Selected gate families:
The bar under the picture is 20 um long.
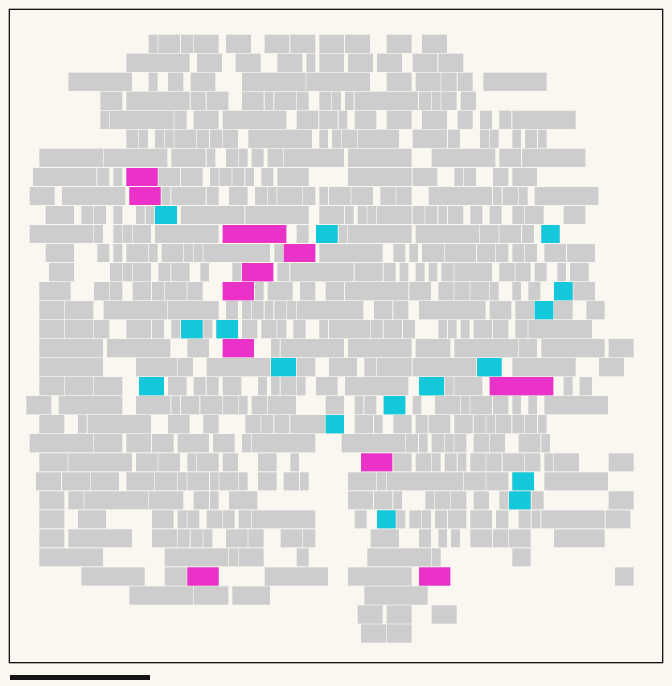
Cell sizes after repair:
The bar under the picture is 20 um long.
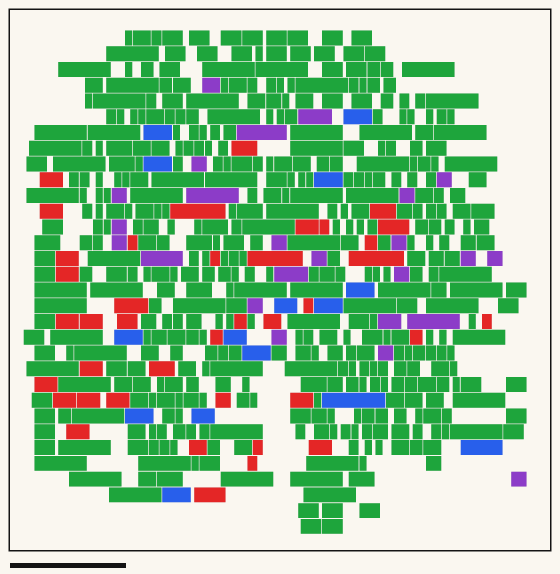
Routing congestion:
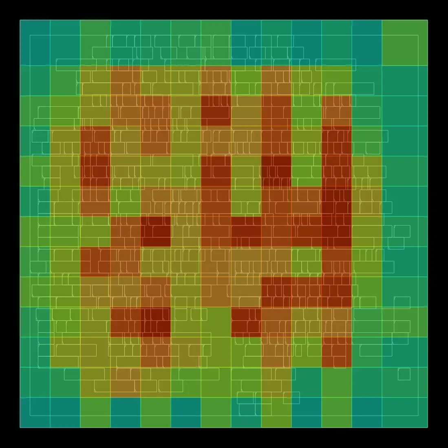
Cell classes on the final placement:
The bar under the picture is 20 um long.
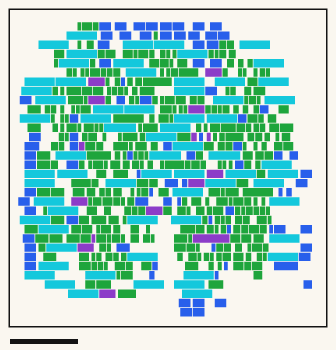
Where the registers sit:
The bar under the picture is 20 um long. Other sequential cells in the stronger grey, the rest of the logic in the fainter grey.
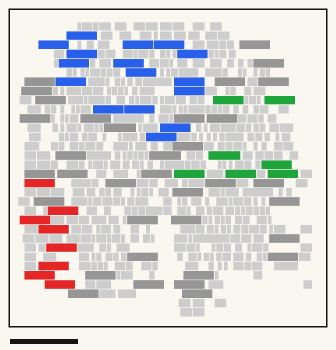
### config.mk
export PLATFORM = sky130hd
export DESIGN_NAME = fifo_burst_driver
export DESIGN_NICKNAME = d
export VERILOG_FILES = /design/src/rtl/fifo_burst_driver.sv
export SDC_FILE = /design/constraint.sdc
export NUM_CORES = 1
export LEC_CHECK = 0
export CAP_MARGIN = 20
export CORE_MARGIN = 2
export CORE_UTILIZATION = 50
export CTS_CLUSTER_DIAMETER = 200
export CTS_CLUSTER_SIZE = 12
export DETAILED_ROUTE_END_ITERATION = 8
export GPL_TIMING_DRIVEN = 0
export PLACE_DENSITY = 0.84
export SKIP_CTS_REPAIR_TIMING = 1
export SLEW_MARGIN = 25
export SYNTH_ARGS = -nofsm -noshare
export SYNTH_HDL_FRONTEND = slang
export SYNTH_SLANG_ARGS = --single-unit
export TNS_END_PERCENT = 20
### constraint.sdc
create_clock -name clk_wr -period 2.4 [get_ports clk_wr]
set_input_delay 0.72 -clock clk_wr [delete_from_list [all_inputs] [get_ports clk_wr]]
set_output_delay 0.72 -clock clk_wr [all_outputs]
set_load 0.02 [all_outputs]
### src/rtl/fifo_burst_driver.sv
// fifo_burst_driver
//   Write-side traffic generator for the async FIFO, clocked in the write
//   domain. Issues num_bursts bursts of burst_len words, separated by
//   idle_cycles idle cycles, with a selectable data pattern. Honours the
//   FIFO full flag and reports progress.
//
//   Build option: define FIFO_DRV_HALF_THROTTLE_EN to also pause writes
//   while the FIFO half flag is set. Without it half_i is ignored.
//
// Ports
//   clk_wr           write-domain clock
//   rst_n            asynchronous active-low reset
//   start_i          start request, sampled only in IDLE
//   burst_len_i      words per burst (clamped to BURST_MAX)
//   idle_cycles_i    idle cycles between bursts
//   num_bursts_i     number of bursts
//   mode_i           pattern: 00 incr, 01 LFSR, 10 walking one, 11 alternating
//   full_i           FIFO full flag (registered in write domain)
//   half_i           FIFO half flag
//   wr_en_o          FIFO write enable
//   data_in_o        FIFO write data
//   busy_o           sequence in progress (BURST or GAP)
//   done_o           one-cycle completion pulse
//   words_written_o  accepted writes since last start, saturating
//
// state | meaning
// IDLE  | waiting for start_i; latches configuration on start
// BURST | writing words; wr_en_o high unless backpressured
// GAP   | idle_cycles cycles with no writes between bursts
// DONE  | single cycle, done_o pulses, then back to IDLE

module fifo_burst_driver #(
  parameter int unsigned DATA_WIDTH = 8,
  parameter int unsigned BURST_MAX  = 64,
  parameter int unsigned IDLE_WIDTH = 4,
  parameter int unsigned LFSR_SEED  = 32'h01
) (
  input  logic                             clk_wr,
  input  logic                             rst_n,
  input  logic                             start_i,
  input  logic [$clog2(BURST_MAX+1)-1:0]   burst_len_i,
  input  logic [IDLE_WIDTH-1:0]            idle_cycles_i,
  input  logic [7:0]                       num_bursts_i,
  input  logic [1:0]                       mode_i,
  input  logic                             full_i,
  input  logic                             half_i,
  output logic                             wr_en_o,
  output logic [DATA_WIDTH-1:0]            data_in_o,
  output logic                             busy_o,
  output logic                             done_o,
  output logic [15:0]                      words_written_o
);

  localparam int unsigned LW = $clog2(BURST_MAX + 1);
  localparam logic [DATA_WIDTH-1:0] SEED_RAW = DATA_WIDTH'(LFSR_SEED);
  // An all-zero LFSR would lock up, so a zero seed is forced to 1.
  localparam logic [DATA_WIDTH-1:0] SEED_C =
    (SEED_RAW == '0) ? DATA_WIDTH'(1) : SEED_RAW;

  typedef enum logic [1:0] {
    IDLE  = 2'd0,
    BURST = 2'd1,
    GAP   = 2'd2,
    DONE  = 2'd3
  } state_t;

  function automatic logic [DATA_WIDTH-1:0] alt_pattern();
    logic [DATA_WIDTH-1:0] r;
    for (int i = 0; i < int'(DATA_WIDTH); i++) begin
      r[i] = (i % 2) == 1;
    end
    return r;
  endfunction

  function automatic logic [DATA_WIDTH-1:0] pat_start(input logic [1:0] m);
    logic [DATA_WIDTH-1:0] r;
    case (m)
      2'b00:   r = '0;
      2'b01:   r = SEED_C;
      2'b10:   r = DATA_WIDTH'(1);
      default: r = alt_pattern();
    endcase
    return r;
  endfunction

  function automatic logic [DATA_WIDTH-1:0] pat_next(input logic [1:0] m,
                                                     input logic [DATA_WIDTH-1:0] c);
    logic [DATA_WIDTH-1:0] r;
    case (m)
      2'b00:   r = c + DATA_WIDTH'(1);
      2'b01:   r = {c[DATA_WIDTH-2:0],
                    c[DATA_WIDTH-1] ^ c[DATA_WIDTH-3] ^ c[DATA_WIDTH-4] ^ c[DATA_WIDTH-5]};
      2'b10:   r = {c[DATA_WIDTH-2:0], c[DATA_WIDTH-1]};
      default: r = ~c;
    endcase
    return r;
  endfunction

  state_t                 state_q, state_d;
  logic [LW-1:0]          len_q, len_d;
  logic [IDLE_WIDTH-1:0]  idle_q, idle_d;
  logic [7:0]             nb_q, nb_d;
  logic [1:0]             mode_q, mode_d;
  logic [DATA_WIDTH-1:0]  pat_q, pat_d;
  logic [LW-1:0]          beat_q, beat_d;
  logic [7:0]             burst_q, burst_d;
  logic [IDLE_WIDTH-1:0]  gap_q, gap_d;
  logic [15:0]            words_q, words_d;

  logic [LW-1:0]          len_clamped;
  logic                   wr_en_c;

  assign len_clamped = (burst_len_i > LW'(BURST_MAX)) ? LW'(BURST_MAX) : burst_len_i;

`ifdef FIFO_DRV_HALF_THROTTLE_EN
  assign wr_en_c = (state_q == BURST) && !full_i && !half_i;
`else
  logic unused_half;
  assign unused_half = half_i;
  assign wr_en_c = (state_q == BURST) && !full_i;
`endif

  always_ff @(posedge clk_wr or negedge rst_n) begin
    if (!rst_n) begin
      state_q <= IDLE;
      len_q   <= '0;
      idle_q  <= '0;
      nb_q    <= '0;
      mode_q  <= '0;
      pat_q   <= '0;
      beat_q  <= '0;
      burst_q <= '0;
      gap_q   <= '0;
      words_q <= '0;
    end else begin
      state_q <= state_d;
      len_q   <= len_d;
      idle_q  <= idle_d;
      nb_q    <= nb_d;
      mode_q  <= mode_d;
      pat_q   <= pat_d;
      beat_q  <= beat_d;
      burst_q <= burst_d;
      gap_q   <= gap_d;
      words_q <= words_d;
    end
  end

  always_comb begin
    state_d = state_q;
    len_d   = len_q;
    idle_d  = idle_q;
    nb_d    = nb_q;
    mode_d  = mode_q;
    pat_d   = pat_q;
    beat_d  = beat_q;
    burst_d = burst_q;
    gap_d   = gap_q;
    words_d = words_q;

    case (state_q)
      IDLE: begin
        if (start_i) begin
          len_d   = len_clamped;
          idle_d  = idle_cycles_i;
          nb_d    = num_bursts_i;
          mode_d  = mode_i;
          pat_d   = pat_start(mode_i);
          beat_d  = '0;
          burst_d = '0;
          words_d = '0;
          if (len_clamped == '0 || num_bursts_i == 8'd0) state_d = DONE;
          else                                           state_d = BURST;
        end
      end

      BURST: begin
        if (wr_en_c) begin
          pat_d = pat_next(mode_q, pat_q);
          if (words_q != 16'hFFFF) words_d = words_q + 16'd1;
          if (beat_q + LW'(1) == len_q) begin
            beat_d  = '0;
            burst_d = burst_q + 8'd1;
            if (burst_q + 8'd1 == nb_q) begin
              state_d = DONE;
            end else if (idle_q != '0) begin
              state_d = GAP;
              gap_d   = idle_q;
            end
          end else begin
            beat_d = beat_q + LW'(1);
          end
        end
      end

      GAP: begin
        // gap_q counts down from idle_q; the cycle showing 1 is the last one.
        if (gap_q <= IDLE_WIDTH'(1)) begin
          gap_d   = '0;
          state_d = BURST;
        end else begin
          gap_d = gap_q - IDLE_WIDTH'(1);
        end
      end

      DONE: state_d = IDLE;

      default: state_d = IDLE;
    endcase
  end

  assign wr_en_o         = wr_en_c;
  assign data_in_o       = pat_q;
  assign busy_o          = (state_q == BURST) || (state_q == GAP);
  assign done_o          = (state_q == DONE);
  assign words_written_o = words_q;

endmodule

==> notes.md <==
This memo summarizes the results of the implementation run.

STA
The end-of-flow timing check tallies setup violations at 6. Across the routed clock network, the largest skew measured is 0.004999 ns. The max-slew check reports its worst relative slack as 0.5990. Setup slack on the critical path of the routed design comes to -0.1333 ns. The final timing report lists a max-slew violation count of 0.

Summed over all failing endpoints, the final setup total negative slack is -0.2976 ns. The shortest clock period the worst path allows after layout is 2.533 ns. The top achievable clock speed is 394.7 MHz. The most critical hold endpoint after final layout shows a slack of 0.2842 ns.

Pwr
The total combinational power is between 0.001 and 0.0015 W. The post-route total power is 0.003360 W. Per the power-grid run, VDD falls by no more than 380.9 uV. Sequential cells consume a total of 0.00142 W. Per report_power, the Clock row totals between 0.0009 and 0.001 W. The dominant power group in this design is registers. The power density relative to cell area is ~670 nW/um2.

The power report attributes to the clock group a share of 0.276. Of the total power, combinational logic draws 0.301. The internal portion of the total power is roughly 0.0022 W. Of the total power, the share spent switching nets is 0.3322. The power spent charging and discharging nets is 0.001116 W.

Logic synthesis
Of all cell types, the one taking the most synthesized area is dfrtp_1. The synthesis report lists the Yosys warning total as 0. The combined area of all synthesized cells is between 3000 and 4000 um2. Per the post-synthesis report, the number of cells in the design is 438. After synthesis the netlist holds a flip-flop and latch count of between 60 and 70. In this run, distinct cell masters in the synthesized netlist total 58. Ranked by total cell area, the synthesized netlist is headed by dfrtp_1 (41%), nand2_1 (4.3%), mux2_2 (4.2%), xnor2_1 (3.7%), nor2_1 (3.6%). Yosys stat counts approximately 440 cells in the synthesized netlist.

The post-synthesis average cell area is 9.090 um2.

Clocking
Clock tree synthesis inserted a total of 9 buffers. The clock sink total is 66. The TritonCTS clock tree is done. The depth of the CTS H-tree is 3. The maximum buffer depth of the clock tree is 2.

Critical path
The required time of the critical path is about 1.7 ns. The class of the most critical setup path is flop to primary output. The setup check on the worst reg-to-reg path leaves a slack of -0.06 ns. The worst flop-to-flop path endpoint is burst_q[3]$_DFFE_PN0P_.

For the worst flop-to-flop path, the logic depth is 9. The endpoint arrival time on the critical path is between 1.5 and 2 ns.

Place
The congestion estimate from routability-driven global placement came to ~0.88. The HPWL after detailed placement is 6.768 mm. The number of input and output port buffers inserted is 51.

Drt
In the log, the iteration count for the first detailed-route pass is 4. Across all layers, the routed design uses 3580 vias. Per the detail_route report, DRC violations left total 0. The aggregate routed wire length is 9.902 mm.

Outcome
The flow ran to the end, but the final reports show violations. The final reports fail on negative setup slack.

Floorplan
The number of placement rows is 32. The overall die area is 8693 um2. The boundary pin count is ~53.

Job
Across the run, the number of max-cap violations was 0. The total tool warning count is 32.

Cells and area
The number of nets in the finished design is 549. The ratio of cells with drive above 1 in the final layout is 0.1512. The final layout report lists a filler cell count of 599.

GRT
Entering global routing, the biggest net connects 42 pins. The first global-routing pass estimated between 15 and 20 mm of wire. The initial antenna violation count was 0.
About 'selected gate families':
magenta -> adder and majority cells  # cells 11
cyan -> AND-OR and OR-AND gates  # cells 16

About 'cell sizes after repair':
purple -> drive 3 to 4  # cells 24, share 4.7%
green -> drive 1 or less  # cells 438, share 85%
red -> drive 2  # cells 39, share 7.6%
blue -> drive 6 and up  # cells 15, share 2.9%

About 'routing congestion':
GR Util met1: 0.2847
global routing usage on met3: 0.04835
average wire length per cell after detail routing: 16.02 um
met2 usage: 0.3687
Global Route Usage Sum: 0.2235

About 'cell classes on the final placement':
purple -> clock drivers and dummy loads  # cells 15, share of their area 3.8%
cyan -> flip-flops  # cells 66, share of their area 34%
blue -> other buffers and delay cells  # cells 85, share of their area 15%
green -> all other logic  # cells 350, share of their area 48%

About 'where the registers sit':
green -> beat_q  # sequential cells 7, where middle right
blue -> words_written_o  # sequential cells 16
red -> nb_q  # sequential cells 8, where lower left
not coloured = 35

-- Yosys cell counts (5+ instances only) --
cell      instances
a21oi_1          20
and3_1            7
clkbuf_1         17
dfrtp_1          66
ha_1             11
inv_1            16
mux2_2           15
mux2i_1           7
nand2_1          46
nand2b_1         15
nand3_1          18
nand4_1           7
nor2_1           38
nor2b_1           5
nor3_1            8
nor4_1            6
o21ai_0          28
xnor2_1          17
xor2_1           14
-- state kept, by name, indices dropped and copies added, names as in the netlist --
signal / count
beat_q: 7
data_in_o: 8
len_q: 7
state_q: 2
nb_q: 8
words_written_o: 16
burst_q: 8
idle_q: 4
mode_q: 2
gap_q: 4
-- logic make-up (layout without fill, tap and decap cells) --
kind of cell               Yosys count  after routing  synth area share
DFF                                 66             66            0.4148
muxes                               22             22           0.06003
adders and majority gates           11             11           0.03457
xor gates and xnor gates            31             31           0.06820
and+or+nand+nor                    168            168            0.2090
buffers and inverters               38            116           0.03865
AOI/OAI and AO/OA                  102            102            0.1747
-- stage by stage --
step	instances	setup slack, ns
2_1_floorplan	438	0.03323
3_3_place_gp	591	-1.563
3_5_place_dp	592	-0.8139
4_1_cts	607	-1.186
5_1_grt	618	-0.2128
6_report	618	-0.1333
-- critical path, stage by stage (launching register included) --
cell and delay, ns:
dfrtp_2 0.44, inv_1 0.12, ha_4 0.21, buf_6 0.18, clkinvlp_4 0.15, nor2_4 0.17
clkbuf_2 0.19
-- how the worst max path moves through the flow --
stage	startpoint	end	slack, ns	cells past startpoint
6_report	state_q[1]$_DFFE_PN0P_	wr_en_o	-0.13	6
4_1_cts	state_q[1]$_DFFE_PN0P_	wr_en_o	-1.19	6
5_1_grt	state_q[1]$_DFFE_PN0P_	wr_en_o	-0.21	6
2_1_floorplan	beat_q[0]$_DFFE_PN0P_	gap_q[2]$_DFFE_PN0P_	0.03	8
3_5_place_dp	state_q[1]$_DFFE_PN0P_	wr_en_o	-0.81	6
3_3_place_gp	rst_n	words_written_o[8]$_DFFE_PN0P_	-1.56	1
-- placed cells by master, fill, tap and decap left out, types with 5 or more instances in the layout --
cell type,netlist,layout
xnor2_1,17,17
clkbuf_1,17,14
a21oi_1,20,19
nand3_1,18,18
clkbuf_8,0,10
ha_1,11,9
nor3_1,8,8
nand2_1,46,44
nand4_1,7,7
mux2i_1,7,7
mux2_2,15,15
buf_4,2,15
inv_1,16,15
nor2b_1,5,5
nor2_1,38,37
clkdlybuf4s50_1,0,48
xor2_1,14,14
o21ai_0,28,27
and3_1,7,6
nand2b_1,15,15
dfrtp_1,66,63
-- cell type report --
| cell class | instances | area [um2] | share of cell area |
|---|---|---|---|
| repair buffers | 66 | 634.4 | 0.1259 |
| clock inverters | 3 | 40.04 | 0.007946 |
| clock buffers | 12 | 145.1 | 0.02881 |
| inverters | 16 | 63.81 | 0.01266 |
| multi-input cells | 334 | 2277 | 0.4519 |
| well taps | 102 | 127.6 | 0.02533 |
| flip-flops and latches | 66 | 1655 | 0.3285 |
| plain buffers | 19 | 95.09 | 0.01887 |
-- routing by layer --
layer | part of all wire | vias to the layer above
li1 | - | 1727
met1 | 0.41 | 1742
met2 | 0.51 | 97
met3 | 0.059 | 14
met4 | 0.018 | 0
met5 | 0 | -
Power figures rest on the tool's default switching activity, not on a simulated workload.
